[src/rtl/cbus_axi_bridge.sv]
// Cache-bus to AXI4 master bridge: one transaction at a time, single-beat
// uncached accesses and INCR bursts for line refill/writeback.
package cbus_axi_pkg;

  typedef struct packed {
    logic        valid;
    logic        is_write;
    logic [2:0]  size;
    logic [31:0] addr;
    logic [3:0]  strobe;
    logic [31:0] data;
    logic [3:0]  len;      // beats - 1
  } cbus_req_t;

  typedef struct packed {
    logic        ready;
    logic        last;
    logic [31:0] data;
  } cbus_resp_t;

endpackage

module cbus_axi_bridge
  import cbus_axi_pkg::*;
#(
  parameter int              ID_W   = 4,
  parameter logic [ID_W-1:0] AXI_ID = '0
) (
  input  logic            clk,
  input  logic            reset,
  input  cbus_req_t       creq,
  output cbus_resp_t      cresp,
  // read address channel
  output logic [31:0]     araddr,
  output logic [7:0]      arlen,
  output logic [2:0]      arsize,
  output logic [1:0]      arburst,
  output logic [ID_W-1:0] arid,
  output logic            arvalid,
  input  logic            arready,
  // read data channel
  input  logic [31:0]     rdata,
  input  logic [1:0]      rresp,
  input  logic            rlast,
  input  logic            rvalid,
  output logic            rready,
  // write address channel
  output logic [31:0]     awaddr,
  output logic [7:0]      awlen,
  output logic [2:0]      awsize,
  output logic [1:0]      awburst,
  output logic [ID_W-1:0] awid,
  output logic            awvalid,
  input  logic            awready,
  // write data channel
  output logic [31:0]     wdata,
  output logic [3:0]      wstrb,
  output logic            wlast,
  output logic            wvalid,
  input  logic            wready,
  // write response channel
  input  logic [1:0]      bresp,
  input  logic            bvalid,
  output logic            bready
);

  typedef enum logic [2:0] {IDLE, AR, R, AW, W, B} state_t;

  state_t      state_q, state_d;
  logic [31:0] addr_q;
  logic [2:0]  size_q;
  logic [3:0]  len_q;
  logic [3:0]  cnt_q;
  logic        cnt_clr;
  logic        cnt_inc;
  logic        last_beat;

  // Response codes are not forwarded to the cache; the bus has no error path.
  logic unused_resp;
  assign unused_resp = ^{rresp, bresp};

  // Request fields are frozen at acceptance, so both address channels can
  // simply present the latched copy at all times.
  assign araddr  = addr_q;
  assign arlen   = {4'b0, len_q};
  assign arsize  = size_q;
  assign arburst = 2'b01;
  assign arid    = AXI_ID;
  assign awaddr  = addr_q;
  assign awlen   = {4'b0, len_q};
  assign awsize  = size_q;
  assign awburst = 2'b01;
  assign awid    = AXI_ID;
  assign wdata   = creq.data;
  assign wstrb   = creq.strobe;

  assign last_beat = (cnt_q == len_q);

  // State register, request capture in IDLE and write beat counter.
  // NOTE: sequential state uses non-blocking (<=) so every flop samples the
  // pre-edge values regardless of statement order.
  always_ff @(posedge clk or posedge reset) begin
    if (reset) begin
      state_q <= IDLE;
      addr_q  <= '0;
      size_q  <= '0;
      len_q   <= '0;
      cnt_q   <= '0;
    end else begin
      state_q <= state_d;
      if (state_q == IDLE && creq.valid) begin
        addr_q <= creq.addr;
        size_q <= creq.size;
        len_q  <= creq.len;
      end
      if (cnt_clr)      cnt_q <= '0;
      else if (cnt_inc) cnt_q <= cnt_q + 4'd1;
    end
  end

  // Next-state and channel handshake decode; inactive strobes stay low.
  // NOTE: every output of this block gets a default first, otherwise any
  // path that skips an assignment would infer a latch.
  always_comb begin
    state_d = state_q;
    arvalid = 1'b0;
    rready  = 1'b0;
    awvalid = 1'b0;
    wvalid  = 1'b0;
    wlast   = 1'b0;
    bready  = 1'b0;
    cresp   = '0;
    cnt_clr = 1'b0;
    cnt_inc = 1'b0;
    unique case (state_q)
      IDLE: begin
        if (creq.valid) state_d = creq.is_write ? AW : AR;
      end
      AR: begin
        arvalid = 1'b1;
        if (arready) state_d = R;
      end
      R: begin
        // Read beats pass straight through to the cache with no added delay.
        rready      = 1'b1;
        cresp.ready = rvalid;
        cresp.last  = rvalid & rlast;
        cresp.data  = rdata;
        if (rvalid && rlast) state_d = IDLE;
      end
      AW: begin
        awvalid = 1'b1;
        if (awready) begin
          cnt_clr = 1'b1;
          state_d = W;
        end
      end
      W: begin
        wvalid = 1'b1;
        wlast  = last_beat;
        if (wready) begin
          if (last_beat) begin
            // Final beat is acknowledged to the cache only after B.
            state_d = B;
          end else begin
            cresp.ready = 1'b1;
            cnt_inc     = 1'b1;
          end
        end
      end
      B: begin
        bready = 1'b1;
        if (bvalid) begin
          cresp.ready = 1'b1;
          cresp.last  = 1'b1;
          state_d     = IDLE;
        end
      end
      default: state_d = IDLE;
    endcase
  end

endmodule

[config.mk]
export PLATFORM = sky130hd
export DESIGN_NAME = cbus_axi_bridge
export DESIGN_NICKNAME = d
export VERILOG_FILES = /design/src/rtl/cbus_axi_bridge.sv
export SDC_FILE = /design/constraint.sdc
export NUM_CORES = 1
export LEC_CHECK = 0
export CORE_AREA = 3 3 113 115
export CTS_BUF_LIST = sky130_fd_sc_hd__clkbuf_8 sky130_fd_sc_hd__clkbuf_16
export CTS_CLUSTER_DIAMETER = 150
export DETAILED_ROUTE_END_ITERATION = 10
export DIE_AREA = 0 0 116 118
export HOLD_SLACK_MARGIN = 0.08
export PLACE_DENSITY = 0.79
export SLEW_MARGIN = 20
export SYNTH_ARGS = -nofsm -noshare
export SYNTH_HDL_FRONTEND = slang
export SYNTH_SLANG_ARGS = --single-unit
[constraint.sdc]
create_clock -name clk -period 1.7 [get_ports clk]
set_input_delay 0.34 -clock clk [delete_from_list [all_inputs] [get_ports clk]]
set_output_delay 0.34 -clock clk [all_outputs]
set_load 0.03 [all_outputs]
==> run notes <==
Implementation progress

The detailed router reports a met2 wire length of 5150 µm. The clock-cell share of area stands at 2.96%. The number of antenna violations at the first check in global routing stands at 0.

The number of global-route vias before repair is 2538. Listed in order, past its start point the critical path passes and2b_2, buf_6, and3_4, buf_6. From the final report, the count of setup violators was given as 35. The residual DRC count stands at 0. On the critical path the largest part of the delay comes from simple AND/OR/NAND/NOR gates. The number of distinct standard cells referenced by the synthesized netlist stands at 32. The power of the sequential group stands at 2.11 mW. The completed layout was analyzed and its total power is 10.8 mW. The flow ran to the end, but the final reports show violations. For this design the total switching power over the nets is 5.09 mW. The least setup slack across all paths after layout stands at -0.130 ns. In this run the core area contains 40 standard-cell rows. Data on the critical path is required at its endpoint by 1.36 ns.

The final reports fail on setup timing. The global routing report lists met1 layer usage as 13.1%. The layout cell share with drive strength beyond 1 stands at 33.4%. By instance count, the cell type seen most on the critical path is buf_6. The largest fanout on the critical path stands at 11.
[timing repair]
item,in CTS,in global routing
hold endpoints to repair,0,0
hold buffers,0,0
setup buffers,9,6
endpoints found under the setup margin,80,110
pin swaps,5,6
gates resized,72,57
gates cloned,1,1
[kinds of logic (layout without fill, tap and decap cells)]
| family | after synthesis | after routing | synth area share [%] |
|---|---|---|---|
| buf+inv | 110 | 239 | 26.0 |
| flops | 46 | 46 | 37.4 |
| compound gates | 9 | 9 | 2.11 |
| other cells | 2 | 20 | 0.244 |
| xor+xnor | 4 | 4 | 1.14 |
| simple gates | 60 | 60 | 12.5 |
| fa+ha+maj | 1 | 1 | 0.406 |
| mux | 43 | 43 | 20.3 |
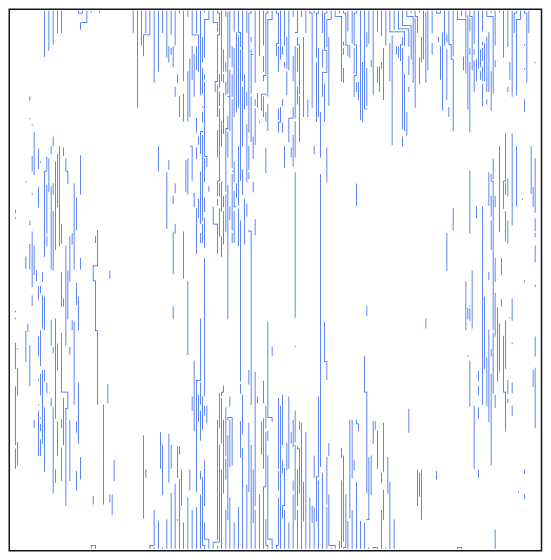
m2.png
nets with wire on the layer: 494
main direction: vertical

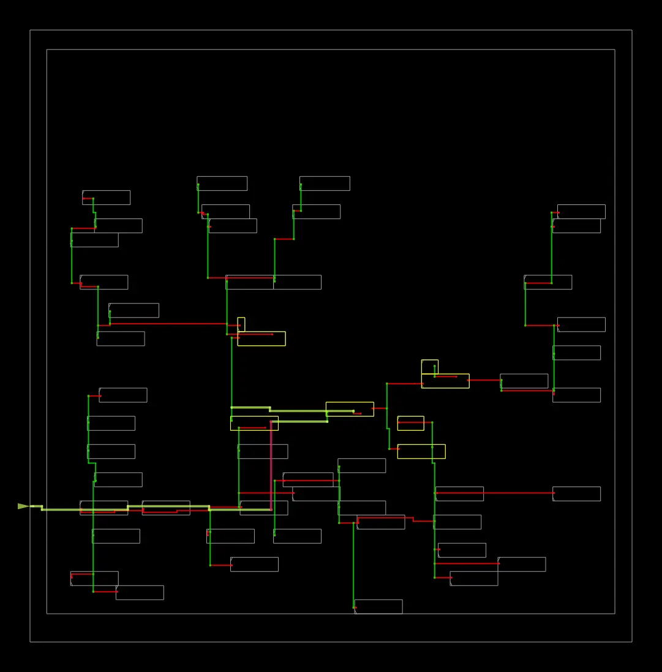
clock_nets.png
clock sink count: 46
Clock Skew: 0.0101 ns
Layout clock buffers: 6

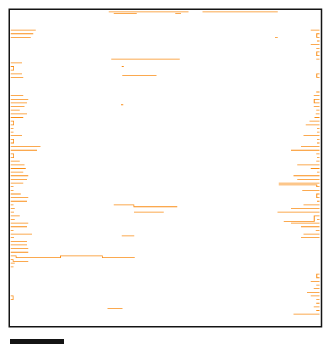
m3.png
The bar under the picture is 20 µm long.
wire length on this layer: 668 µm
main direction: horizontal

Power figures rest on the tool's default switching activity, not on a simulated workload.
